floorplan.png
Pins as bars on the die edge. Tap cells in grey.
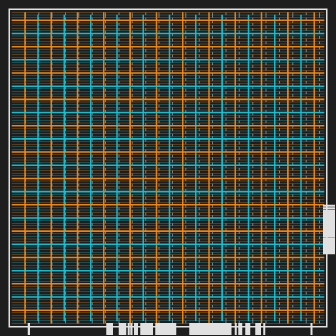
class_map.png
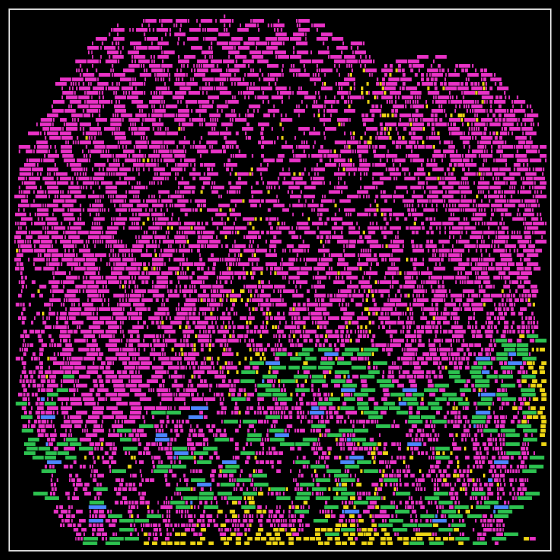
clock_wires.png
Bar = 100 µm.
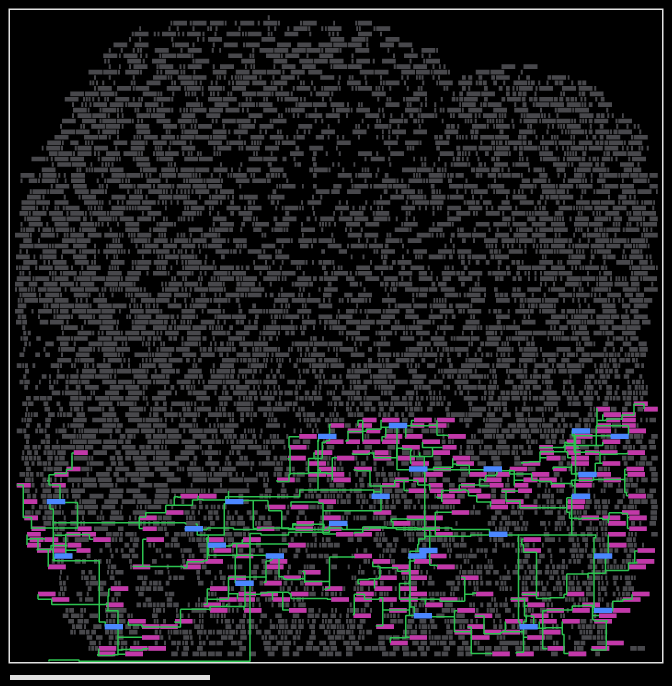
layers.png
Bar = 100 µm.
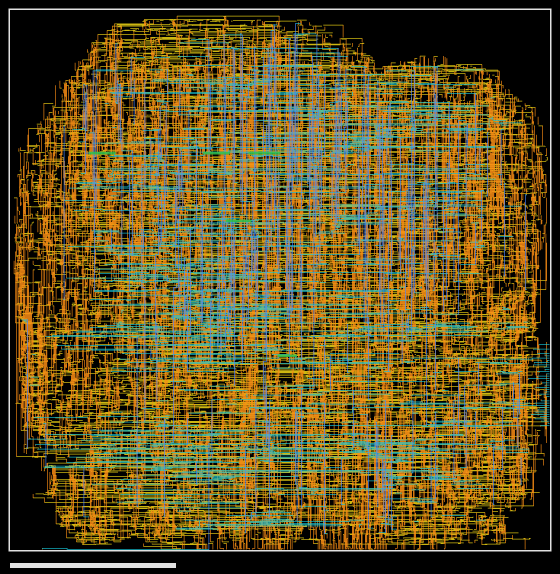
congestion_map.png
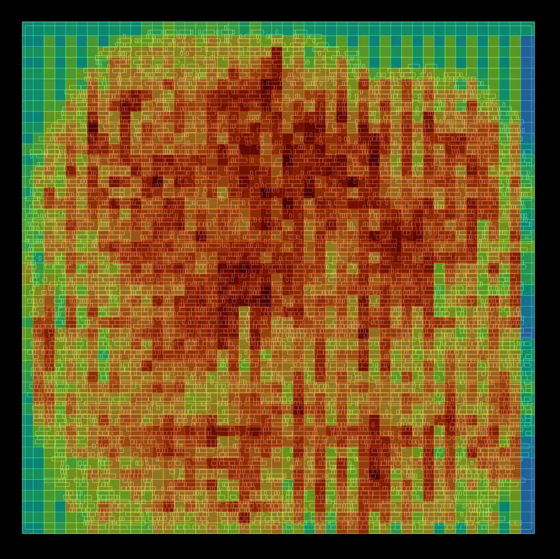
==> src/rtl/mdu_pkg.sv <==
// Shared types and constants for the multiply/divide unit.
// Holds the FSM state encoding, widths and a small abs helper.
package mdu_pkg;

    typedef enum logic [1:0] {
        ST_IDLE = 2'd0,
        ST_MUL  = 2'd1,
        ST_DIV  = 2'd2,
        ST_FIX  = 2'd3
    } mdu_state_t;

    localparam int DIV_STEPS = 32;
    localparam int PROD_W    = 64;
    localparam int REM_W     = 64;
    localparam int CNT_W     = 5;

    // Magnitude of v when treated as signed, raw value otherwise.
    function automatic logic [31:0] abs32(
        input logic [31:0] v,
        input logic        sgn
    );
        return (sgn && v[31]) ? (32'd0 - v) : v;
    endfunction

endpackage

==> src/rtl/div_radix2.sv <==
// One combinational restoring-division step.
// Ports: rem_in/rem_out {remainder, dividend/quotient}, divisor, q_bit.
module div_radix2
    import mdu_pkg::*;
(
    input  logic [REM_W-1:0] rem_in,
    input  logic [31:0]      divisor,
    output logic [REM_W-1:0] rem_out,
    output logic             q_bit
);

    // 2R + next dividend bit can need 33 bits when divisor > 2^31.
    logic [32:0] top;
    logic [31:0] r_next;

    always_comb begin
        top     = rem_in[63:31];
        q_bit   = (top >= {1'b0, divisor});
        // On subtract the result is < divisor, so 32 bits suffice.
        r_next  = q_bit ? (top[31:0] - divisor) : top[31:0];
        rem_out = {r_next, rem_in[30:0], q_bit};
    end

endmodule

==> src/rtl/mdu_ctrl.sv <==
// MIPS32 multiply/divide controller owning the HI/LO registers.
// Ports: clk, reset, decoded commands + rs/rt data in; hi, lo, busy, stall out.
module mdu_ctrl
    import mdu_pkg::*;
#(
    parameter int MUL_LAT = 2
) (
    input  logic        clk,
    input  logic        reset,
    input  logic        cmd_valid,
    input  logic        is_mult,
    input  logic        is_multu,
    input  logic        is_div,
    input  logic        is_divu,
    input  logic        hi_wen,
    input  logic        lo_wen,
    input  logic        is_result_hi,
    input  logic        is_result_lo,
    input  logic [31:0] rs_data,
    input  logic [31:0] rt_data,
    output logic [31:0] hi,
    output logic [31:0] lo,
    output logic        busy,
    output logic        stall
);

    localparam logic [CNT_W-1:0] MUL_CNT0 = CNT_W'(MUL_LAT - 1);
    localparam logic [CNT_W-1:0] DIV_CNT0 = CNT_W'(DIV_STEPS - 1);

    mdu_state_t state_q;
    mdu_state_t state_d;

    logic [CNT_W-1:0] cnt_q;
    logic [31:0]      op_a_q;
    logic [31:0]      op_b_q;
    logic             sgn_q;
    logic             q_neg_q;
    logic             r_neg_q;
    logic [REM_W-1:0] rem_q;
    logic [REM_W-1:0] rem_step;
    logic             q_bit_unused;

    logic idle;
    logic any_op;
    logic touch;
    logic accept;
    logic start_mul;
    logic start_div;

    logic signed [63:0] mul_a;
    logic signed [63:0] mul_b;
    logic [PROD_W-1:0]  prod;
    logic [PROD_W-1:0]  mul_res;

    assign idle   = (state_q == ST_IDLE);
    assign any_op = is_mult | is_multu | is_div | is_divu;
    assign touch  = any_op | hi_wen | lo_wen
                  | is_result_hi | is_result_lo;
    assign accept = cmd_valid & idle;

    assign start_mul = accept & (is_mult | is_multu);
    // Divide by zero is dropped: no state change, no busy cycle.
    assign start_div = accept & (is_div | is_divu)
                     & (rt_data != 32'd0);

    // State register
    always_ff @(posedge clk or posedge reset) begin
        if (reset) begin
            state_q <= ST_IDLE;
        end else begin
            state_q <= state_d;
        end
    end

    // Next-state logic
    always_comb begin
        state_d = state_q;
        case (state_q)
            ST_IDLE: begin
                unique case (1'b1)
                    start_mul: state_d = ST_MUL;
                    start_div: state_d = ST_DIV;
                    default:   state_d = ST_IDLE;
                endcase
            end
            ST_MUL: begin
                if (cnt_q == '0) state_d = ST_IDLE;
            end
            ST_DIV: begin
                if (cnt_q == '0) state_d = ST_FIX;
            end
            ST_FIX:  state_d = ST_IDLE;
            default: state_d = ST_IDLE;
        endcase
    end

    // Outputs
    always_comb begin
        busy  = !idle;
        stall = busy & cmd_valid & touch;
    end

    // Multiply: sign/zero-extend to 64 bits, low 64 bits are exact.
    always_comb begin
        mul_a = {{32{sgn_q & op_a_q[31]}}, op_a_q};
        mul_b = {{32{sgn_q & op_b_q[31]}}, op_b_q};
        prod  = mul_a * mul_b;
    end

    generate
        if (MUL_LAT <= 1) begin : g_mul_comb
            assign mul_res = prod;
        end else begin : g_mul_pipe
            // Reset-free so synthesis can retime into DSP registers.
            logic [PROD_W-1:0] pipe_q [MUL_LAT-1];
            always_ff @(posedge clk) begin
                pipe_q[0] <= prod;
                for (int i = 1; i < MUL_LAT - 1; i++) begin
                    pipe_q[i] <= pipe_q[i-1];
                end
            end
            assign mul_res = pipe_q[MUL_LAT-2];
        end
    endgenerate

    div_radix2 u_div (
        .rem_in  (rem_q),
        .divisor (op_b_q),
        .rem_out (rem_step),
        .q_bit   (q_bit_unused)
    );

    // Datapath and HI/LO
    always_ff @(posedge clk or posedge reset) begin
        if (reset) begin
            cnt_q   <= '0;
            op_a_q  <= '0;
            op_b_q  <= '0;
            sgn_q   <= 1'b0;
            q_neg_q <= 1'b0;
            r_neg_q <= 1'b0;
            rem_q   <= '0;
            hi      <= '0;
            lo      <= '0;
        end else begin
            case (state_q)
                ST_IDLE: begin
                    unique case (1'b1)
                        start_mul: begin
                            op_a_q <= rs_data;
                            op_b_q <= rt_data;
                            sgn_q  <= is_mult;
                            cnt_q  <= MUL_CNT0;
                        end
                        start_div: begin
                            op_b_q  <= abs32(rt_data, is_div);
                            rem_q   <= {32'd0, abs32(rs_data, is_div)};
                            q_neg_q <= is_div & (rs_data[31] ^ rt_data[31]);
                            r_neg_q <= is_div & rs_data[31];
                            cnt_q   <= DIV_CNT0;
                        end
                        default: ;
                    endcase
                    if (accept && hi_wen) hi <= rs_data;
                    if (accept && lo_wen) lo <= rs_data;
                end
                ST_MUL: begin
                    if (cnt_q == '0) begin
                        hi <= mul_res[63:32];
                        lo <= mul_res[31:0];
                    end else begin
                        cnt_q <= cnt_q - 1'b1;
                    end
                end
                ST_DIV: begin
                    rem_q <= rem_step;
                    if (cnt_q != '0) cnt_q <= cnt_q - 1'b1;
                end
                ST_FIX: begin
                    lo <= q_neg_q ? (32'd0 - rem_q[31:0]) : rem_q[31:0];
                    hi <= r_neg_q ? (32'd0 - rem_q[63:32]) : rem_q[63:32];
                end
                default: ;
            endcase
        end
    end

endmodule

==> config.mk <==
export PLATFORM = sky130hd
export DESIGN_NAME = mdu_ctrl
export DESIGN_NICKNAME = d
export VERILOG_FILES = /design/src/rtl/mdu_pkg.sv /design/src/rtl/div_radix2.sv /design/src/rtl/mdu_ctrl.sv
export SDC_FILE = /design/constraint.sdc
export NUM_CORES = 2
export LEC_CHECK = 0
export ABC_CLOCK_PERIOD_IN_PS = 12400
export CORE_MARGIN = 1.5
export CORE_UTILIZATION = 50
export DETAILED_ROUTE_END_ITERATION = 8
export GPL_TIMING_DRIVEN = 0
export PLACE_DENSITY = 0.67
export SYNTH_ARGS = -nofsm -noshare
export SYNTH_HDL_FRONTEND = slang
export SYNTH_SLANG_ARGS = --single-unit
==> constraint.sdc <==
create_clock -name clk -period 12.4 [get_ports clk]
set_input_delay 3.1 -clock clk [delete_from_list [all_inputs] [get_ports clk]]
set_output_delay 3.1 -clock clk [all_outputs]
set_load 0.01 [all_outputs]
==> results.sh <==
# yosys + openroad results
export IMPL_status="finished with violations"
export IMPL_violations="capacitance limit, slew limit"
export IMPL_gr_total_overflow=0
export IMPL_initCoreUtil_pct=50.5
export IMPL_maxCapViolCount=1
export IMPL_final_common_cell="inv_1"
export IMPL_yosysWarnings=0
export IMPL_start_kind="flop"
export IMPL_flop_cell="dfrtp_1"
export IMPL_grt_pass1_wl_mm=294
export IMPL_tns_ns=0
export IMPL_port_buffers=135
export IMPL_dieArea_mm2=0.106
export IMPL_finalCritPeriodShare_pct=86.8
export IMPL_synth_cells=5743
export IMPL_slew_violations=10
export IMPL_cp_endpoint="g_mul_pipe.pipe_q[0][49]"
export IMPL_setup_violations=0
export IMPL_critPathSlowestCell="clkbuf_1"
export IMPL_rsz0062_at_grt="no"
Notes on floorplan.png above:
colour	net
cyan	VDD
orange	VSS
met1 rails	119
rows	118
met5 straps	23
die height: 326 µm
core box area: 0.103 mm²
Die X: 326 µm

Notes on class_map.png above:
colour	class	cells	share of their area
green	registers	266	12%
blue	clock drivers and dummy loads	46	1.5%
magenta	remaining logic cells	5159	82%
yellow	remaining buffers and delay cells	456	4.9%
Final Core Density: 54.3%
Row Count: 118
flop share of the area: 11.3%

Notes on clock_wires.png above:
[green] clock wires | length: 3900 µm
[magenta] flip-flops | count: 266
[blue] clock-net drivers | count: 25
routed clock nets	26
clk_lat worst skew: 0.58 ns
Final Skew: 0.0127 ns

Notes on layers.png above:
colour	layer	wire length
cyan	M3	22.2 mm
green	M5	70.8 µm
orange	M2	87.8 mm
yellow	M1	77.8 mm
blue	M4	12700 µm
drt wl/cell: 27.4 µm
gr usage total: 38.2%
routed wire length: 201 mm
routed vias: 42.6k

Notes on congestion_map.png above:
met2 usage: 57.3%
met1 Track Usage GR: 51.9%
GR Util met3: 9.36%

critical path: cells and delay by family, from the launching register on:
| family | cells | cell delay, ns |
|---|---|---|
| adders and majority gates | 9 | 4.43 |
| AOI/OAI and AO/OA | 9 | 3.15 |
| buffers and inverters | 8 | 2.24 |
| DFF | 1 | 0.32 |
| xor gates and xnor gates | 1 | 0.25 |
| and+or+nand+nor | 1 | 0.19 |
per-stage QoR:
stage	cell area (µm²)	setup slack, ns	instances	hold slack, ns
2_1_floorplan	52200	3.79	5743	0.499
3_3_place_gp	55300	0.791	7258	0.512
3_5_place_dp	55300	2.06	7260	0.523
4_1_cts	56200	1.98	7306	0.542
5_1_grt	56200	1.49	7310	0.565
6_report	56200	1.64	7318	0.535
flip-flops by register name, indices dropped and copies added (netlist names):
| register | flops |
|---|---|
| cnt_q | 5 |
| g_mul_pipe.pipe_q | 64 |
| hi | 32 |
| lo | 32 |
| op_a_q | 32 |
| op_b_q | 32 |
| q_neg_q | 1 |
| r_neg_q | 1 |
| rem_q | 64 |
| sgn_q | 1 |
| state_q | 2 |
layout make-up:
type                            instances  area, µm²
Fill cell                            9669      47300
Multi-Input combinational cell       3997      40300
Sequential cell                       266       6340
Inverter                             1162       4370
Tap cell                             1380       1730
Timing Repair Buffer                  138       1390
Buffer                                318       1260
Clock buffer                           34        699
Clock inverter                         12        134
Antenna cell                           11       27.5
routing by layer:
metal	track usage (%)	share of wire, %	vias up
li1	-	-	17700
met4	19.0	6.3	10
met2	57.3	44	2457
met3	9.36	11	577
met5	0	0.035	-
met1	51.9	39	21900
